===== config.mk =====
export PLATFORM = sky130hd
export DESIGN_NAME = sine_pwm_gen
export DESIGN_NICKNAME = d
export VERILOG_FILES = /design/src/rtl/sine_pwm_pkg.sv /design/src/rtl/sine_quarter_lut.sv /design/src/rtl/sine_pwm_gen.sv
export SDC_FILE = /design/constraint.sdc
export NUM_CORES = 1
export LEC_CHECK = 0
export CELL_PAD_IN_SITES_DETAIL_PLACEMENT = 0
export CELL_PAD_IN_SITES_GLOBAL_PLACEMENT = 1
export CORE_MARGIN = 5
export CORE_UTILIZATION = 49
export DETAILED_ROUTE_END_ITERATION = 10
export PLACE_DENSITY = 0.93
export SKIP_CTS_REPAIR_TIMING = 1
export SLEW_MARGIN = 0
export SYNTH_ARGS = -nofsm -noshare
export SYNTH_HDL_FRONTEND = slang
export SYNTH_SLANG_ARGS = --single-unit

===== constraint.sdc =====
create_clock -name clk -period 17.2 [get_ports clk]
set_input_delay 3.44 -clock clk [delete_from_list [all_inputs] [get_ports clk]]
set_output_delay 3.44 -clock clk [all_outputs]
set_load 0.05 [all_outputs]

===== src/rtl/sine_pwm_pkg.sv =====
// Shared types and elaboration-time helpers for the sine PWM generator:
// sequencer state enum, quadrant type, quarter-wave table generator and the
// midscale duty constant. Contains no logic of its own.
package sine_pwm_pkg;

  typedef enum logic {IDLE, CALC} seq_state_e;

  // Top two phase bits: bit 0 selects a mirrored table walk, bit 1 the negative half-wave.
  typedef logic [1:0] quad_t;

  // Duty value for a 50% output, i.e. the sine zero crossing.
  function automatic int midscale(input int pw);
    return 1 << (pw - 1);
  endfunction

  // Entry k of the quarter-wave table: round((2^(pw-1)-1) * sin(pi/2 * k / 2^aw)).
  function automatic int lut_val(input int k, input int aw, input int pw);
    real peak;
    real ang;
    peak = real'((1 << (pw - 1)) - 1);
    ang  = 3.14159265358979 / 2.0 * real'(k) / real'(1 << aw);
    return $rtoi(peak * $sin(ang) + 0.5);
  endfunction

endpackage


===== src/rtl/sine_quarter_lut.sv =====
// Quarter-wave sine ROM, combinational read, shared by all channels.
// Ports: addr (LUT_AW) table index; data (PWM_W-1) unsigned sine magnitude.
// Contents are fixed at elaboration from sine_pwm_pkg::lut_val.
module sine_quarter_lut
  import sine_pwm_pkg::*;
#(
  parameter int LUT_AW = 6,
  parameter int PWM_W  = 8
) (
  input  logic [LUT_AW-1:0] addr,
  output logic [PWM_W-2:0]  data
);

  logic [PWM_W-2:0] rom [2**LUT_AW];

  for (genvar k = 0; k < 2**LUT_AW; k++) begin : g_rom
    assign rom[k] = (PWM_W-1)'(lut_val(k, LUT_AW, PWM_W));
  end

  assign data = rom[addr];

endmodule


===== src/rtl/sine_pwm_gen.sv =====
// Multi-channel sine-modulated PWM: shared phase accumulator, per-channel phase
// offsets, duties recomputed once per period and swapped in at the period boundary.
// Ports: clk, rst_n (async low), enable, step/div/amp/ch_offset controls;
// pwm_out[CHANNELS] registered outputs, period_start one-cycle boundary pulse.
// Build option: define SINE_PWM_CENTER_EN for a center-aligned (up/down) counter.
module sine_pwm_gen
  import sine_pwm_pkg::*;
#(
  parameter int CHANNELS = 3,
  parameter int PWM_W    = 8,
  parameter int PHASE_W  = 16,
  parameter int LUT_AW   = 6,
  parameter int DIV_W    = 32
) (
  input  logic                        clk,
  input  logic                        rst_n,
  input  logic                        enable,
  input  logic [PHASE_W-1:0]          step,
  input  logic [DIV_W-1:0]            div,
  input  logic [PWM_W-1:0]            amp,
  input  logic [CHANNELS*PHASE_W-1:0] ch_offset,
  output logic [CHANNELS-1:0]         pwm_out,
  output logic                        period_start
);

`ifdef SINE_PWM_CENTER_EN
  localparam int PERIOD = 2 * (2**PWM_W - 1);
`else
  localparam int PERIOD = 2**PWM_W - 1;
  localparam logic [PWM_W-1:0] CNT_TOP = PWM_W'(2**PWM_W - 2);
`endif
  localparam int CH_W = (CHANNELS > 1) ? $clog2(CHANNELS) : 1;
  localparam logic [CH_W-1:0]  LAST_CH = CH_W'(CHANNELS - 1);
  localparam logic [PWM_W-1:0] MID     = PWM_W'(midscale(PWM_W));

  if (CHANNELS < 1 || CHANNELS > 8) begin : g_bad_channels
    $error("sine_pwm_gen: CHANNELS must be in 1..8");
  end
  // The sequencer must finish its write before the next boundary swaps shadow into active.
  if (PERIOD <= CHANNELS + 2) begin : g_bad_period
    $error("sine_pwm_gen: PWM period too short for the duty sequencer");
  end
  if (LUT_AW > PHASE_W - 3) begin : g_bad_lut
    $error("sine_pwm_gen: LUT_AW must leave at least one fractional phase bit");
  end

  logic [PWM_W-1:0]   cnt_q, cnt_d;
  logic [PHASE_W-1:0] acc_q, acc_d;
  logic [DIV_W-1:0]   pre_q, pre_d;
  logic [PHASE_W-1:0] acc_snap_q, acc_snap_d;
  seq_state_e         state_q, state_d;
  logic [CH_W-1:0]    ch_q, ch_d;
  logic               wr_vld_q, wr_vld_d;
  logic [CH_W-1:0]    wr_ch_q, wr_ch_d;
  logic [PWM_W-1:0]   wr_duty_q, wr_duty_d;
  logic [PWM_W-1:0]   active_q [CHANNELS];
  logic [PWM_W-1:0]   active_d [CHANNELS];
  logic [PWM_W-1:0]   shadow_q [CHANNELS];
  logic [PWM_W-1:0]   shadow_d [CHANNELS];
  logic [CHANNELS-1:0] pwm_q, pwm_d;
  logic               period_start_q, period_start_d;
`ifdef SINE_PWM_CENTER_EN
  logic               dir_down_q, dir_down_d;
`endif

  logic boundary;
  assign boundary = enable && (cnt_q == '0);

  // Duty datapath for the channel currently selected by the sequencer.
  logic [PHASE_W-1:0] offs [CHANNELS];
  for (genvar g = 0; g < CHANNELS; g++) begin : g_offs
    assign offs[g] = ch_offset[g*PHASE_W +: PHASE_W];
  end

  logic [PHASE_W-1:0]   phase;
  quad_t                quad;
  logic [LUT_AW-1:0]    idx;
  logic [LUT_AW-1:0]    lut_addr;
  logic [PWM_W-2:0]     lut_data;
  logic [2*PWM_W-1:0]   prod;
  logic [PWM_W-1:0]     scaled;
  logic [PWM_W-1:0]     calc_duty;

  assign phase    = acc_snap_q + offs[ch_q];
  assign quad     = phase[PHASE_W-1 -: 2];
  assign idx      = phase[PHASE_W-3 -: LUT_AW];
  // Quadrants 1 and 3 walk the quarter table backwards.
  assign lut_addr = quad[0] ? ~idx : idx;

  sine_quarter_lut #(
    .LUT_AW (LUT_AW),
    .PWM_W  (PWM_W)
  ) u_lut (
    .addr (lut_addr),
    .data (lut_data)
  );

  // L * (amp+1) >> PWM_W; peak L is 2^(PWM_W-1)-1, so MID +/- scaled stays in range.
  assign prod      = (2*PWM_W)'(lut_data) * ((2*PWM_W)'(amp) + (2*PWM_W)'(1));
  assign scaled    = prod[2*PWM_W-1 -: PWM_W];
  assign calc_duty = quad[1] ? (MID - scaled) : (MID + scaled);

  // Fractional phase bits and the product remainder are deliberately discarded.
  logic unused_bits;
  assign unused_bits = ^{phase[PHASE_W-3-LUT_AW:0], prod[PWM_W-1:0]};

  always_comb begin
    cnt_d          = cnt_q;
    acc_d          = acc_q;
    pre_d          = pre_q;
    acc_snap_d     = acc_snap_q;
    state_d        = state_q;
    ch_d           = ch_q;
    wr_vld_d       = 1'b0;
    wr_ch_d        = wr_ch_q;
    wr_duty_d      = wr_duty_q;
    active_d       = active_q;
    shadow_d       = shadow_q;
    pwm_d          = '0;
    period_start_d = 1'b0;
`ifdef SINE_PWM_CENTER_EN
    dir_down_d     = dir_down_q;
`endif

    if (!enable) begin
      // Park at cnt 0 so the first enabled clock is a boundary; acc/prescaler/shadow hold.
      cnt_d   = '0;
      state_d = IDLE;
`ifdef SINE_PWM_CENTER_EN
      dir_down_d = 1'b0;
`endif
    end else begin
`ifdef SINE_PWM_CENTER_EN
      if (dir_down_q) begin
        cnt_d = cnt_q - 1'b1;
        if (cnt_q == PWM_W'(1)) dir_down_d = 1'b0;
      end else if (&cnt_q) begin
        cnt_d      = cnt_q - 1'b1;
        dir_down_d = 1'b1;
      end else begin
        cnt_d = cnt_q + 1'b1;
      end
`else
      cnt_d = (cnt_q == CNT_TOP) ? '0 : cnt_q + 1'b1;
`endif

      period_start_d = boundary;
      // The compare at the boundary already uses the incoming duty, so a period never mixes two duties.
      for (int i = 0; i < CHANNELS; i++) begin
        pwm_d[i] = cnt_q < (boundary ? shadow_q[i] : active_q[i]);
      end

      if (boundary) begin
        active_d   = shadow_q;
        acc_snap_d = acc_q;
        state_d    = CALC;
        ch_d       = '0;
        if (pre_q == div) begin
          acc_d = acc_q + step;
          pre_d = '0;
        end else begin
          pre_d = pre_q + 1'b1;
        end
      end

      if (state_q == CALC) begin
        wr_vld_d  = 1'b1;
        wr_ch_d   = ch_q;
        wr_duty_d = calc_duty;
        if (ch_q == LAST_CH) state_d = IDLE;
        else                 ch_d    = ch_q + 1'b1;
      end

      if (wr_vld_q) shadow_d[wr_ch_q] = wr_duty_q;
    end
  end

  always_ff @(posedge clk or negedge rst_n) begin
    if (!rst_n) begin
      cnt_q          <= '0;
      acc_q          <= '0;
      pre_q          <= '0;
      acc_snap_q     <= '0;
      state_q        <= IDLE;
      ch_q           <= '0;
      wr_vld_q       <= 1'b0;
      wr_ch_q        <= '0;
      wr_duty_q      <= MID;
      active_q       <= '{default: MID};
      shadow_q       <= '{default: MID};
      pwm_q          <= '0;
      period_start_q <= 1'b0;
`ifdef SINE_PWM_CENTER_EN
      dir_down_q     <= 1'b0;
`endif
    end else begin
      cnt_q          <= cnt_d;
      acc_q          <= acc_d;
      pre_q          <= pre_d;
      acc_snap_q     <= acc_snap_d;
      state_q        <= state_d;
      ch_q           <= ch_d;
      wr_vld_q       <= wr_vld_d;
      wr_ch_q        <= wr_ch_d;
      wr_duty_q      <= wr_duty_d;
      active_q       <= active_d;
      shadow_q       <= shadow_d;
      pwm_q          <= pwm_d;
      period_start_q <= period_start_d;
`ifdef SINE_PWM_CENTER_EN
      dir_down_q     <= dir_down_d;
`endif
    end
  end

  assign pwm_out      = pwm_q;
  assign period_start = period_start_q;

endmodule


Fig. 1: run 1, selected gate families
Bar = 50 um.
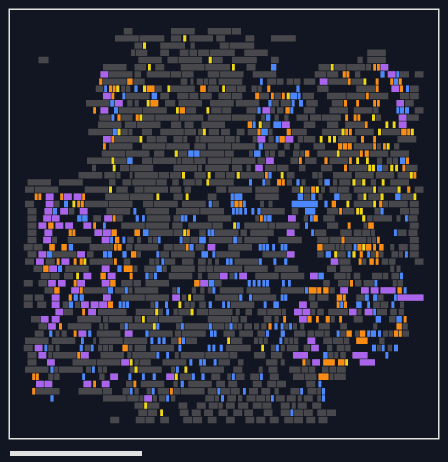
legend:
  purple:
    family: xor and xnor cells
    cells: 102
    most_used: xor2_1
  blue:
    family: nand cells
    cells: 235
    most_used: nand2_1
  orange:
    family: nor cells
    cells: 163
    most_used: nor2_1
  yellow:
    family: inv cells
    cells: 87
    most_used: inv_1

Fig. 2: run 1, clock wires, drivers and flops
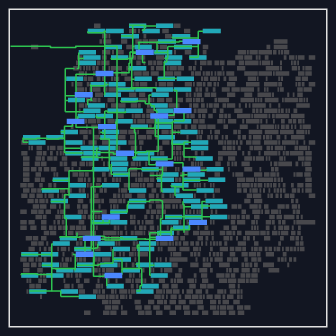
legend:
  cyan:
    item: flip-flops
    count: 138
  green:
    item: clock wires
    length: 1850 um
  blue:
    item: clock-net drivers
    count: 17
routed clock nets: 18

==> results.cfg, run 1 <==
; physical design summary
[worst_setup_path]
slowest_stage = fa_1
critical_path_class = input port to flip-flop
startpoint_type = input port
slowest_delay_ns = 0.55
cp.arrival_ns = 13.70
end_kind = flip-flop
critPathMaxFanout = 16

[synth]
yosys_area_sq_um = 11300
largest_area_cell = dfrtp_1
syn_avg_cell_area_sq_um = 8.93
ys_top_cells_by_area = dfrtp_1 (29%), ha_1 (10%), fa_1 (6.0%), nand2_1 (5.7%), xor2_1 (4.7%)
ys_types = 82
synth_area_sq_um = 11300
synth_flops = 138
fp_nets = 1498
flop_cell = dfrtp_1
async_flop_share_pct = 100
synth_warnings = 0
ys_seq_share_pct = 30.7
top_area_share_pct = 29.1

[clock_network]
clkSinkCount = 138
clock_path_buffers = 2
clk_pin_slew_ns = 0.06
cts_max_level = 4
cts_root_buffer = clkbuf_16

[final_timing]
min_period_ns = 13.35
final_max_slew_viol_count = 0
finalWorstSetupSlack_ns = 3.85
slew_headroom_pct = 20.0
max_freq_mhz = 74.9
rsz0062_at_grt = no
hold_violations = 0
setup_viol = 0
finalClockPeriodUsage_pct = 77.6

[grt]
grt_overflow_total = 0
grt_pass1_vias = 9214
grt_util_all_layers_pct = 20.4
grt_pass1_wl_mm = 44.4
grt_max_degree = 78
antenna_found_initial = 3

[job]
warnings = 33
maxCapViolations = 0

[routing]
routed_via_density = 5.57
drt-pass1-iter-count = 5
num_vias = 9211
wirelength_mm = 26.2
ant_nets = 0
first_iter_violations = 651
drc = 0

[placed_design]
gp_congestion = 0.888
dp_hpwl_mm = 19.7
pre_cts_ws_ns = 3.54

[layout]
utilization_pct = 58.2
logic_area_sq_um = 7290
fillers = 1927
n_antenna_cell = 0
final_nets = 1592
seq_area_sq_um = 3460

[floorplan]
die_w_um = 162
core_sq_um = 22600
ios = 111
rows = 55
chipArea_sq_um = 26100
core_util_floorplan_pct = 49.8

[status]
status = finished, final reports clean
Fig. 3: run 1, sizing map
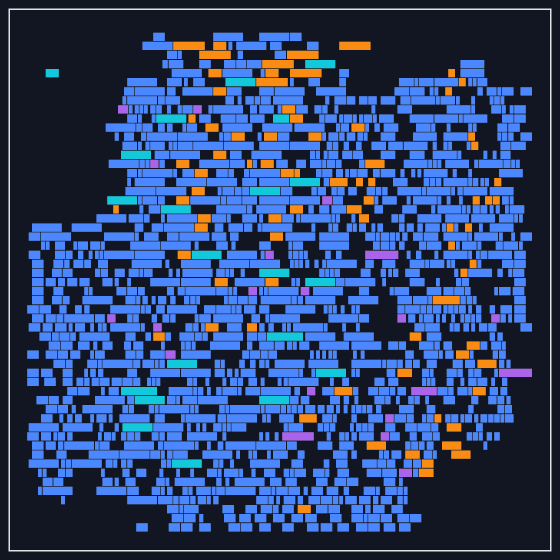
legend:
  orange:
    size: x2
    cells: 79
    most_used: mux2_2
  cyan:
    size: x6 and larger
    cells: 21
    most_used: clkbuf_16
  blue:
    size: x1 and smaller
    cells: 1250
    most_used: nand2_1
  purple:
    size: x3 and x4
    cells: 20
    most_used: buf_4

[run 1: registers in the layout (all words and copies together), names as in the netlist, 2 cells and up]
| register | count |
|---|---|
| active_q | 24 |
| wr_ch_q | 2 |
| pwm_out | 3 |
| pre_q | 32 |
| shadow_q | 24 |
| cnt_q | 8 |
| acc_q | 16 |
| acc_snap_q | 16 |
| ch_q | 2 |
| wr_duty_q | 8 |
[run 1: per-stage QoR]
stage	cell area [sq um]	hold WS, ns	instances
floorplan	11300	0.436	1263
global placement	12600	0.461	1623
detailed placement	12600	0.454	1623
CTS	13200	0.469	1655
global route	13200	0.509	1655
finish	13200	0.467	1655
[run 1: logic make-up after synthesis]
kind of cell,share of synthesized area [%]
mux,6.76
compound gates,13.7
xor+xnor,8.36
buf+inv,4.67
flops,30.7
simple gates,19.4
fa+ha+maj,16.5
[run 1: path summary, 6_finish.rpt]
path	slack (ns)	cells after the start	endpoint	from
worst max-delay path	3.85	37	wr_duty_q[7]	ch_offset[45]
worst min-delay path	0.47	2	active_q[0]	active_q[0]
worst max register to register	5.83	38	wr_duty_q[7]	ch_q[1]
worst min register to register	0.47	2	active_q[0]	active_q[0]
max in group asynchronous	12.87	2	acc_snap_q[1]	rst_n
min in group asynchronous	3.04	1	cnt_q[6]	rst_n
[run 1: routing by layer]
metal	share of wire (%)	GRT usage [%]	wire length, um	vias to the layer above
met5	0.12	0	31	-
met4	1.8	5.31	461	6
met3	5.6	4.19	1470	42
met2	47	34.4	12400	256
met1	45	27.0	11800	4339
li1	-	-	-	4568
[run 1: worst max-delay path: cells and delay by family]
family,cells,cell delay (ns)
compound gates,14,3.52
fa+ha+maj,7,3.15
mux,4,1.23
simple gates,5,1.06
buf+inv,6,0.74
xor+xnor,1,0.54
[run 1: final cells by class]
cell class                      count  share of cell area [%]
Clock buffer                       21                    3.42
Multi-Input combinational cell    995                    55.4
Sequential cell                   138                    26.3
Timing Repair Buffer              118                    8.82
Inverter                           87                    2.48
Tap cell                          285                    2.71
Clock inverter                     11                   0.931
[run 1: cell usage in the layout (no fill, tap or decap), types with 4 or more instances in the layout]
cell	instances
xor2_1	61
a31oi_1	8
inv_1	86
dfstp_2	7
and3b_1	5
ha_1	94
o211ai_1	4
mux2_2	30
fa_1	34
dfrtp_1	131
a21oi_1	46
xnor2_1	36
nor4_1	15
and3_1	16
nand4_1	9
clkinvlp_4	4
o21a_1	10
nand3_1	32
buf_4	8
mux2i_1	39
nor2b_1	10
nand2_1	170
a21boi_0	6
o21ai_0	83
nor3_1	24
a21o_1	5
o31ai_1	10
or2_2	16
xnor2_2	4
o21ai_1	10
nand2b_1	14
a211oi_1	14
nor2_1	105
a211o_1	5
clkdlybuf4s50_1	109
nand3b_1	5
or3_1	12
clkbuf_16	17
==> run 1 -> run 2 <==
Settings changed: CORE_UTILIZATION 49 to 41, PLACE_DENSITY 0.93 to 0.83.
Clock period 17.2 ns to 11.1 ns, I/O delays scaled along.
Fig. 4: run 2, track usage over the die
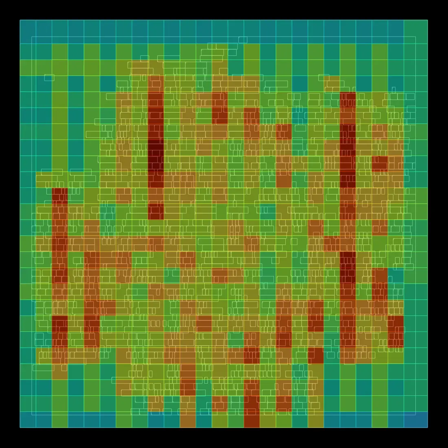
grt met3 use: 3.16%
DR WL/cell: 15.5 um
total track usage: 18.2%
M2 GR Usage: 30.8%

Fig. 5: run 2, metal 3
Cells faint in the background.
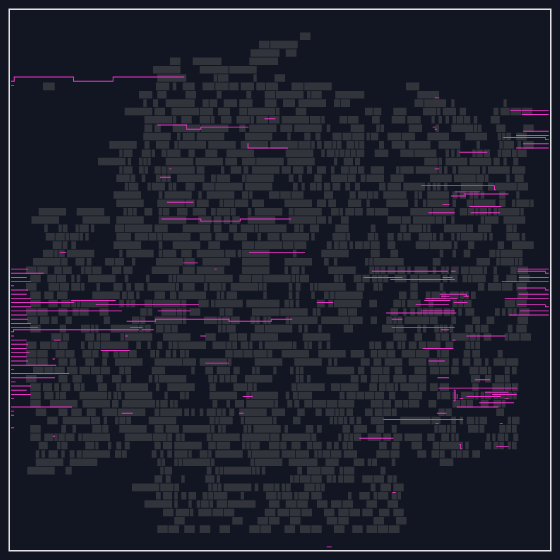
main direction: horizontal
nets with wire on the layer: 107

Fig. 6: run 2, clock wires, drivers and flops
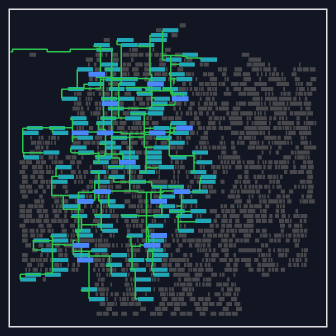
legend:
  green:
    item: clock wires
    length: 1760 um
  blue:
    item: clock-net drivers
    count: 17
  cyan:
    item: flip-flops
    count: 138
routed clock nets: 18

==> results.cfg, run 2 <==
; physical design summary
[status]
status = finished, final reports clean

[worst_setup_path]
slowest_delay_ns = 0.56
cp.arrival_ns = 10.88
cp-startpoint = ch_offset[45]
critPathMaxFanout = 15
critical_path_class = input port to flip-flop
reg2reg_slack_ns = 1.65
end_kind = flip-flop
timing.rr.start = ch_q[0]
slowest_stage = fa_1

[layout]
lay_top_count = nand2_1
top_register = pre_q
reg.largest.list = pre_q: 32 flops, active_q: 24 flops, shadow_q: 24 flops
largest_register_ffs = 32
utilization_pct = 51.1
final_nets = 1658
most-common-layout-cells = nand2_1 (170), dfrtp_1 (131), clkdlybuf4s50_1 (109)

[clock_network]
cts_root_buffer = clkbuf_16
clkSinkCount = 138
clkLatencyLatePin_ns = 0.42
clock_path_buffers = 2
clk_pin_slew_ns = 0.06

[min_path]
hold_start = acc_q[15]

[grt]
grt_pass1_vias = 9605
grt_pass1_wl_mm = 47.1
grt_overflow_total = 0
antenna_found_initial = 3
grt_max_degree = 75

[synth]
synth_flops = 138
async_flop_share_pct = 100
edf_count = 0
ys_seq_share_pct = 30.7
ys_types = 82
ys_cells = 1263
syn_avg_cell_area_sq_um = 8.93
largest_area_cell = dfrtp_1
top_area_share_pct = 29.1
yosys_area_sq_um = 11300
ys_top_cells_by_area = dfrtp_1 (29%), ha_1 (10%), fa_1 (6.0%), nand2_1 (5.7%), xor2_1 (4.7%)
synth_warnings = 0
fp_nets = 1498
synth_area_sq_um = 11300
flop_cell = dfrtp_1

[floorplan]
ios = 111
die_w_um = 176
core_sq_um = 27000
rows = 60
core_util_floorplan_pct = 41.7
chipArea_sq_um = 30900

[final_timing]
hold_violations = 0
setup_viol = 0
finalClockPeriodUsage_pct = 95.4
slew_headroom_pct = 42.6
final_max_slew_viol_count = 0
max_freq_mhz = 94.5
min_period_ns = 10.59

[job]
maxCapViolations = 0
warnings = 33

[routing]
drc = 0
wirelength_mm = 27.5
num_vias = 9391
drt-pass1-iter-count = 5
first_iter_violations = 743
routed_via_density = 5.28
ant_nets = 0

[placed_design]
dp_hpwl_mm = 21.0
gp_congestion = 0.922
## run 2: per-layer routing
layer	global-route usage, %	routed length, um	share of wire (%)	vias to the layer above
met5	0	39	0.14	-
met3	3.16	1250	4.5	38
li1	-	-	-	4703
met2	30.8	13300	48	198
met1	24.3	12500	46	4446
met4	4.71	357	1.3	6
## run 2: area by class of cell
class / count / area (sq um)
clock buffers: 25 / 485
well taps: 341 / 427
fillers: 2559 / 13200
multi-input cells: 995 / 7360
repair buffers: 184 / 1660
inverters: 87 / 327
flip-flops and latches: 138 / 3460
clock inverters: 7 / 91.3
## run 2: logic make-up (layout without fill, tap and decap cells)
logic type	after synthesis	after routing	synth area share, %
compound gates	237	237	13.7
simple gates	457	457	19.4
fa+ha+maj	128	128	16.5
mux	71	71	6.76
xor+xnor	102	102	8.36
flops	138	138	30.7
buf+inv	130	303	4.67
## run 2: through the flow
| step | setup TNS [ns] | instances | hold slack [ns] | setup WS [ns] | instance area [sq um] |
|---|---|---|---|---|---|
| after floorplan | 0 | 1263 | 0.436 | 0.104 | 11300 |
| after global placement | 0 | 1744 | 0.462 | 0.0684 | 13200 |
| after detailed placement | -0.153 | 1744 | 0.469 | -0.0901 | 13200 |
| after CTS | 0 | 1776 | 0.477 | 0.319 | 13700 |
| after global routing | -0.0246 | 1777 | 0.505 | -0.0246 | 13800 |
| final | 0 | 1777 | 0.474 | 0.514 | 13800 |
## run 2: critical path, delay by kind of cell
kind / cells / cell delay (ns)
AOI/OAI and AO/OA: 14 / 3.01
adders and majority gates: 6 / 2.64
and+or+nand+nor: 7 / 1.20
buffers and inverters: 4 / 1.01
muxes: 2 / 0.45
xor gates and xnor gates: 1 / 0.36
## run 2: worst paths after layout
kind | end | depth (start not counted)
setup / recovery | wr_duty_q[6] | 34
max in group asynchronous | cnt_q[5] | 2
hold reg to reg | acc_q[15] | 1
hold / removal | acc_q[15] | 1
setup reg to reg | wr_duty_q[6] | 35
min in group asynchronous | pwm_out[1] | 1
==> run 2 -> run 3 <==
Settings changed: CELL_PAD_IN_SITES_DETAIL_PLACEMENT 0 to unset, CELL_PAD_IN_SITES_GLOBAL_PLACEMENT 1 to unset, CORE_UTILIZATION 41 to 53, GPL_ROUTABILITY_DRIVEN set to 0.
Fig. 7: run 3, selected gate families
Bar = 50 um.
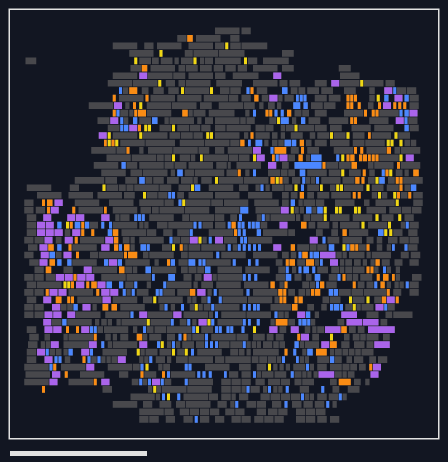
legend:
  orange:
    family: nor cells
    cells: 163
    most_used: nor2_1
  purple:
    family: xor and xnor cells
    cells: 102
    most_used: xor2_1
  yellow:
    family: inv cells
    cells: 87
    most_used: inv_1
  blue:
    family: nand cells
    cells: 235
    most_used: nand2_1

Fig. 8: run 3, metal 3
Cells faint in the background.
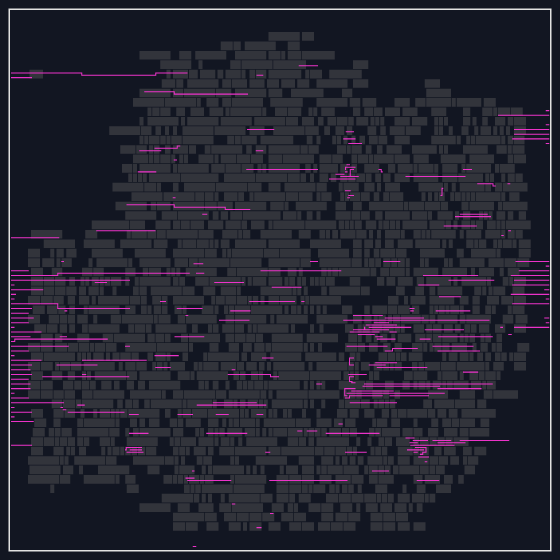
nets with wire on the layer: 155
share of all routed wire: 5.9%
wire length on this layer: 1600 um

Fig. 9: run 3, track usage over the die
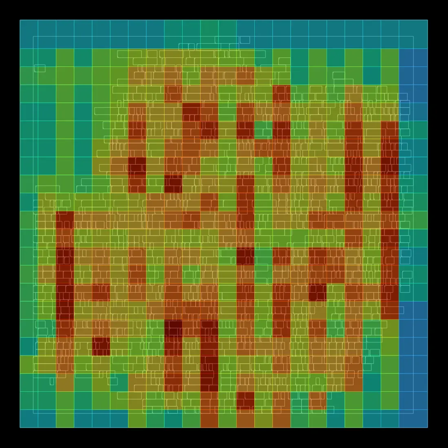
M2 GR Usage: 38.7%
fin util: 64.9%
gr busiest metal: met2

==> results.cfg, run 3 <==
; physical design summary
[status]
status = finished, final reports clean

[final_timing]
fin_tns_setup_ns = 0
finalClockPeriodUsage_pct = 96.2
max_freq_mhz = 93.7
hold_violations = 0
slew_headroom_pct = 38.7
final_max_slew_viol_count = 0
setup_viol = 0
min_period_ns = 10.68

[floorplan]
core_util_floorplan_pct = 53.8
rows = 53
ios = 111
chipArea_sq_um = 24300

[layout]
reg.largest.list = pre_q: 32 flops, active_q: 24 flops, shadow_q: 24 flops
largest_register_ffs = 32
n_antenna_cell = 0
lay_top_count = nand2_1
top_register = pre_q
most-common-layout-cells = nand2_1 (170), dfrtp_1 (131), clkdlybuf4s50_1 (109)
final_nets = 1633

[worst_setup_path]
startpoint_type = input port
critPathMaxFanout = 8
slowest_delay_ns = 0.58
cp-startpoint = ch_offset[33]
critPathBufInv = 4
path_depth = 34
r2r_cells = 36
end_kind = flip-flop
critical_path_class = input port to flip-flop
slowest_stage = fa_1
cp_top_family = AND-OR/OR-AND gates
endpoint = wr_duty_q[6]
reg2reg_to = wr_duty_q[6]

[clock_network]
clkLatencyLatePin_ns = 0.42
clk_pin_slew_ns = 0.06
clock_path_buffers = 2
clkSinkCount = 138
cts_max_level = 4

[synth]
synth_warnings = 0
ys_seq_share_pct = 30.7
fp_nets = 1498
flop_cell = dfrtp_1
ys_cells = 1263
top_area_share_pct = 29.1
largest_area_cell = dfrtp_1
async_flop_share_pct = 100
ys_types = 82
synth_area_sq_um = 11300
synth_flops = 138
ys_top_cells_by_area = dfrtp_1 (29%), ha_1 (10%), fa_1 (6.0%), nand2_1 (5.7%), xor2_1 (4.7%)
yosys_area_sq_um = 11300
edf_count = 0

[min_path]
hold_path_depth = 2
hold_start = active_q[8]

[grt]
grt_max_degree = 79
grt_pass1_wl_mm = 46.2
antenna_found_initial = 3
grt_overflow_total = 0

[routing]
wirelength_mm = 27.4
drc = 0
ant_nets = 0
drt-pass1-iter-count = 5
num_vias = 9680

[placed_design]
dp_hpwl_mm = 20.5

[job]
maxCapViolations = 0
warnings = 33
-- run 3: how the worst min path moves through the flow --
stage / to / slack [ns]
after floorplan: active_q[0] / 0.44
after CTS: active_q[8] / 0.48
after global placement: active_q[8] / 0.46
final: active_q[8] / 0.48
after detailed placement: active_q[8] / 0.46
after global routing: active_q[16] / 0.50
-- run 3: kinds of logic (layout without fill, tap and decap cells) --
kind of cell | count (synthesis) | count (layout) | synth area share [%]
AND/OR/NAND/NOR | 457 | 457 | 19.4
AND-OR/OR-AND | 237 | 237 | 13.7
flip-flops | 138 | 138 | 30.7
buffers and inverters | 130 | 278 | 4.67
adder cells (fa/ha/maj) | 128 | 128 | 16.5
XOR/XNOR | 102 | 102 | 8.36
multiplexers | 71 | 71 | 6.76
-- run 3: metrics by stage --
step | setup WS (ns) | hold WS, ns | instances | cell area (sq um)
floorplan | 0.104 | 0.436 | 1263 | 11300
global placement | -0.00556 | 0.458 | 1653 | 12900
detailed placement | -0.224 | 0.460 | 1653 | 12900
CTS | 0.182 | 0.478 | 1685 | 13500
global route | -0.0448 | 0.504 | 1686 | 13600
finish | 0.424 | 0.476 | 1686 | 13600
-- run 3: metal layers --
metal | global-route usage (%) | wire (um) | part of all wire, % | up-vias
li1 | - | - | - | 4647
met1 | 29.3 | 11600 | 42 | 4639
met2 | 38.7 | 13300 | 49 | 322
met3 | 4.77 | 1600 | 5.8 | 66
met4 | 8.71 | 821 | 3.0 | 6
met5 | 0 | 46 | 0.17 | -
-- run 3: final cells by class --
class	count	area, sq um
Fill cell	1688	7360
Inverter	87	327
Clock inverter	13	168
Sequential cell	138	3460
Multi-Input combinational cell	995	7370
Tap cell	275	344
Clock buffer	19	443
Timing Repair Buffer	159	1480
-- run 3: worst min-delay path, cell delays in order, from the launching register on --
cell	delay [ns]
dfrtp_1	0.32
nand2_1	0.05
nand2_1	0.07
